Figure 1. Logic cells by family.
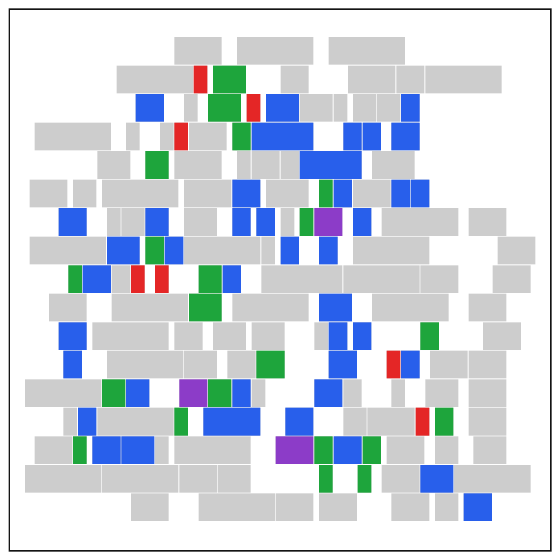
Figure 2. Metal layers overlaid.
Two of the layers only.
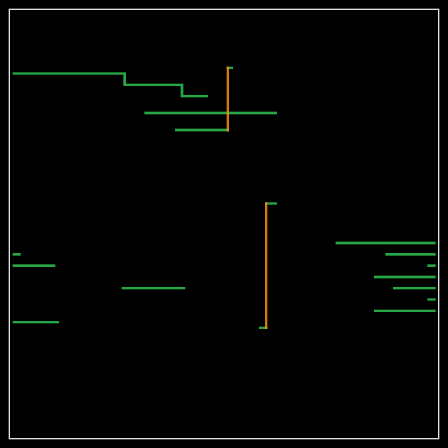
## src/rtl/auth_pkg.sv

```systemverilog
// Shared definitions for the key-entry authentication engine: state encoding,
// default key/timing values and the key byte selector.
package auth_pkg;

  typedef enum logic [2:0] {
    S_IDLE  = 3'd0,
    S_ENTRY = 3'd1,
    S_CHECK = 3'd2,
    S_GRANT = 3'd3,
    S_FAIL  = 3'd4,
    S_LOCK  = 3'd5
  } auth_state_e;

  localparam int          DEFAULT_KEY_BYTES    = 4;
  localparam logic [31:0] DEFAULT_KEY          = 32'hA5C3_5A3C;
  localparam int          DEFAULT_MAX_FAILS    = 3;
  localparam int          DEFAULT_LOCK_CYCLES  = 1024;
  localparam int          DEFAULT_GRANT_CYCLES = 16;

  // Keys up to this length can be passed through key_byte().
  localparam int KEY_MAX_BYTES = 32;
  localparam int KEY_MAX_BITS  = 8 * KEY_MAX_BYTES;

  // Byte idx of an nbytes-long key; byte 0 is the most significant one.
  function automatic logic [7:0] key_byte(input logic [KEY_MAX_BITS-1:0] key,
                                          input int nbytes, input int idx);
    logic [KEY_MAX_BITS-1:0] shifted;
    shifted = key >> (8 * (nbytes - 1 - idx));
    return shifted[7:0];
  endfunction

endpackage

```

## src/rtl/auth_timer.sv

```systemverilog
// Loadable down-counter shared by the grant and lockout phases; done is high
// on the last cycle of the loaded duration.
module auth_timer #(
  parameter int W = 11
) (
  input  logic         clk,
  input  logic         rst,
  input  logic         load,
  input  logic [W-1:0] value,
  output logic         done
);

  logic [W-1:0] count;

  always_ff @(posedge clk) begin
    if (rst) begin
      count <= '0;
    end else if (load) begin
      count <= value;
    end else if (count != '0) begin
      count <= count - W'(1);
    end
  end

  assign done = (count == W'(1));

endmodule

```

## src/rtl/auth_core.sv

```systemverilog
// Key-entry authentication FSM: compares bytes in flight, grants on match,
// pulses fail on mismatch and locks out after repeated failures.
module auth_core
  import auth_pkg::*;
#(
  parameter int                     KEY_BYTES    = DEFAULT_KEY_BYTES,
  parameter logic [8*KEY_BYTES-1:0] KEY          = DEFAULT_KEY,
  parameter int                     MAX_FAILS    = DEFAULT_MAX_FAILS,
  parameter int                     LOCK_CYCLES  = DEFAULT_LOCK_CYCLES,
  parameter int                     GRANT_CYCLES = DEFAULT_GRANT_CYCLES
) (
  input  logic                               clk,
  input  logic                               rst,
  input  logic [7:0]                         data_in,
  input  logic                               data_valid,
  input  logic                               clear,
  output logic                               grant,
  output logic                               fail,
  output logic                               locked,
  output logic                               busy,
  output logic [$clog2(MAX_FAILS+1)-1:0]     fail_count
);

  localparam int IDX_W     = (KEY_BYTES > 1) ? $clog2(KEY_BYTES) : 1;
  localparam int FC_W      = $clog2(MAX_FAILS + 1);
  localparam int TIMER_MAX = (LOCK_CYCLES > GRANT_CYCLES) ? LOCK_CYCLES : GRANT_CYCLES;
  localparam int TIMER_W   = $clog2(TIMER_MAX + 1);

  localparam logic [IDX_W-1:0]        LAST_IDX   = IDX_W'(KEY_BYTES - 1);
  localparam logic [FC_W-1:0]         FC_MAX     = FC_W'(MAX_FAILS);
  localparam logic [TIMER_W-1:0]      GRANT_LOAD = TIMER_W'(GRANT_CYCLES);
  localparam logic [TIMER_W-1:0]      LOCK_LOAD  = TIMER_W'(LOCK_CYCLES);
  localparam logic [KEY_MAX_BITS-1:0] KEY_EXT    = KEY_MAX_BITS'(KEY);

  auth_state_e      state, state_next;
  logic [IDX_W-1:0] idx, idx_next, cur_idx;
  logic             mis, mis_next, byte_mis;
  logic [FC_W-1:0]  fc_next, fc_inc;
  logic             fail_next, accept;
  logic             timer_load, timer_done;
  logic [TIMER_W-1:0] timer_value;

  // data_valid is a one-cycle strobe with no back-pressure: a byte is taken in
  // IDLE/ENTRY when clear is not winning that cycle, and dropped anywhere else.
  assign cur_idx  = (state == S_IDLE) ? '0 : idx;
  assign byte_mis = (data_in != key_byte(KEY_EXT, KEY_BYTES, int'(cur_idx)));
  assign accept   = data_valid && ((state == S_IDLE) || (state == S_ENTRY && !clear));
  assign fc_inc   = (fail_count == FC_MAX) ? fail_count : fail_count + FC_W'(1);

  auth_timer #(.W(TIMER_W)) u_timer (
    .clk   (clk),
    .rst   (rst),
    .load  (timer_load),
    .value (timer_value),
    .done  (timer_done)
  );

  always_ff @(posedge clk) begin
    if (rst) begin
      state      <= S_IDLE;
      idx        <= '0;
      mis        <= 1'b0;
      fail_count <= '0;
      grant      <= 1'b0;
      fail       <= 1'b0;
      locked     <= 1'b0;
      busy       <= 1'b0;
    end else begin
      state      <= state_next;
      idx        <= idx_next;
      mis        <= mis_next;
      fail_count <= fc_next;
      grant      <= (state_next == S_GRANT);
      fail       <= fail_next;
      locked     <= (state_next == S_LOCK);
      busy       <= (state_next != S_IDLE);
    end
  end

  always_comb begin
    state_next  = state;
    idx_next    = idx;
    mis_next    = mis;
    fc_next     = fail_count;
    fail_next   = 1'b0;
    timer_load  = 1'b0;
    timer_value = GRANT_LOAD;

    case (state)
      S_IDLE, S_ENTRY: begin
        if (state == S_ENTRY && clear) begin
          state_next = S_IDLE;
          idx_next   = '0;
          mis_next   = 1'b0;
        end else if (accept) begin
          // Mismatch is only accumulated, so every key takes the same time.
          idx_next   = cur_idx + IDX_W'(1);
          mis_next   = (state == S_IDLE) ? byte_mis : (mis | byte_mis);
          state_next = (cur_idx == LAST_IDX) ? S_CHECK : S_ENTRY;
        end
      end
      S_CHECK: begin
        idx_next   = '0;
        timer_load = 1'b1;
        if (!mis) begin
          fc_next    = '0;
          state_next = S_GRANT;
        end else begin
          fc_next   = fc_inc;
          fail_next = 1'b1;
          if (fc_inc == FC_MAX) begin
            state_next  = S_LOCK;
            timer_value = LOCK_LOAD;
          end else begin
            state_next = S_FAIL;
          end
        end
      end
      S_GRANT: begin
        if (timer_done) state_next = S_IDLE;
      end
      S_FAIL: begin
        state_next = S_IDLE;
      end
      S_LOCK: begin
        if (timer_done) begin
          fc_next    = '0;
          state_next = S_IDLE;
        end
      end
      default: begin
        state_next = S_IDLE;
      end
    endcase
  end

endmodule

```

## config.mk

```make
export PLATFORM = sky130hd
export DESIGN_NAME = auth_core
export DESIGN_NICKNAME = d
export VERILOG_FILES = /design/src/rtl/auth_pkg.sv /design/src/rtl/auth_timer.sv /design/src/rtl/auth_core.sv
export SDC_FILE = /design/constraint.sdc
export NUM_CORES = 1
export LEC_CHECK = 0
export ABC_CLOCK_PERIOD_IN_PS = 2900
export CAP_MARGIN = 20
export CORE_UTILIZATION = 53
export DETAILED_ROUTE_END_ITERATION = 16
export PLACE_DENSITY = 0.83
export SYNTH_ARGS = -nofsm -noshare
export SYNTH_HDL_FRONTEND = slang
export SYNTH_SLANG_ARGS = --single-unit
```

## constraint.sdc

```tcl
create_clock -name clk -period 2.9 [get_ports clk]
set_input_delay 0.29 -clock clk [delete_from_list [all_inputs] [get_ports clk]]
set_output_delay 0.29 -clock clk [all_outputs]
set_load 0.02 [all_outputs]
```

==> changes_impl.md <==
### Metrics

- Fraction of standard cell area in multi-input logic: 52.1%
- Number of antenna violations at the first check in global routing: 0
- Main synth FF type: sky130_fd_sc_hd__dfxtp_1
- Initial cell density of the core: 57.6%
- Overall fraction of global-route tracks in use: 24.0%
- Diodes inserted: 0
- Num sequential: 23
- Combinational gate area: 782 um^2
- Number of tapcells: 28
- Filler cell count: 202
- Heaviest power group: sequential cells
- Last weighted congestion value of the routability-driven placer: 0.813
- Cell depth of the worst flop-to-flop path: 7
- Cell area reported after detailed placement: 1470 um^2
- Highest metal layer used by the detailed router: met4
- Num Clock Sinks: 23
- Time the final worst path needs with I/O delays and setup: 2.20 ns
- Post-detailed-route count of antenna-violating nets: 0
- Post-cts hold-fix buffer tally: 0
- Total non-filler cell area in the finished layout: 1500 um^2
- Average cell area after synthesis: 8.72 um^2
- Compound Share, Synth: 24.2%
- Total count of hold-check failures in the final report: 0
- Seq/total area: 30.7%
- Power attributed to sequential cells: 0.448 mW
- Chain of cells forming the critical path: o31ai_1, inv_1, ha_1, or3_1, a22oi_1, and3_1, a221oi_1
- Placed wire-length estimate: 2050 um
- Crit-path slowest cell: sky130_fd_sc_hd__dfxtp_1
- Core utilization of the finished layout: 66.6%
- Top non-seq family: simple AND/OR/NAND/NOR gates
- Number of buffers created by CTS: 3
- Basic Gates by Area: 26.6%
- Syn Nets: 165
- Number of non-clock buffers: 17
- Main area contributors after synthesis: sky130_fd_sc_hd__dfxtp_1 35%, sky130_fd_sc_hd__a21oi_1 5.4%, sky130_fd_sc_hd__ha_1 3.9%
- Synthesized instance count: 149
- Deepest level of the CTS H-tree: 1
- WL per Instance: 14.9 um
- Flip-flop count of the largest register after layout: 11
- Non-clock inverter count: 7
- Final WS setup: 0.700 ns
- Most flop-heavy register: u_timer.count
- Critical path's top delay family: AND-OR/OR-AND gates
- Std cell rows: 17
- Final wirelength: 2820 um
- Clock distribution power: 0.154 mW
- # resized after CTS: 0
- Sequential area share after synthesis: 35.5%
- Global-route wire length before repair: 4800 um
- Power of the combinational group: 0.436 mW
- Origin of the worst min-delay path: idx[1]
- Worst supply voltage drop on vdd: 0.000532 V
- Result of the run: finished, final reports clean
- Maximum fanout count along the critical path: 15
- Drt drc: 0
- Sum of negative setup slack: 0 ns
- Core region area: 2250 um^2
- Area share of xor/xnor cells in the synthesized design: 4.05%
- Max Freq: 454 MHz
- Ys cells: 149
- Mux share of post-synthesis cell area: 1.54%
- Crit path depth: 7
- Commonest non-fill, non-tap cell in the layout: sky130_fd_sc_hd__dfxtp_1
- Share of power burned in registers: 43.2%
- Floorplan die area: 2650 um^2
- Least-Margin Pin Slew: 0.750 ns
- Largest type area fraction: 35.5%
- Synth top cell by count: sky130_fd_sc_hd__dfxtp_1
- Top cell type by total area after synthesis: sky130_fd_sc_hd__dfxtp_1
- M1 wire length: 1350 um
- Multi-Input Combinational: 111
- Registers with the most flip-flops: u_timer.count: 11 flops, state: 3 flops
- Top cells by count: 23 x sky130_fd_sc_hd__dfxtp_1, 14 x sky130_fd_sc_hd__a21oi_1, 13 x sky130_fd_sc_hd__nor2_1, 8 x sky130_fd_sc_hd__clkbuf_1
- Iteration-0 DRC Markers: 22
- GR Overflow Total: 0
- Hold WC Path Type: reg2reg
- Detail-routed via count per cell: 6.11
- TritonCTS clock tree: yes
- Internal reg-to-reg setup slack: 0.70 ns
- Clkbuf count: 3
- Portion of the clock cycle consumed by the worst path in the final layout: 75.9%
- Endpoint class of the critical path: flop
- Number of I/O pins: 18
- Iteration count of the initial detailed-routing pass: 4
- Final instance count without filler cells: 190
- Biggest cell delay along the critical path: 0.48 ns
Notes on Figure 1 above:
| colour | family | cells | most used |
|---|---|---|---|
| purple | AND-OR and OR-AND gates | 3 | a21o_1 |
| blue | inverting AOI/OAI gates | 41 | a21oi_1 |
| green | NAND gates | 21 | nand2_1 |
| red | inverters | 7 | inv_1 |

Notes on Figure 2 above:
| colour | layer | wire length |
|---|---|---|
| orange | met4 | 22.4 um |
| green | met3 | 106 um |

No activity file was given, so power comes from the tool's default toggle rates.
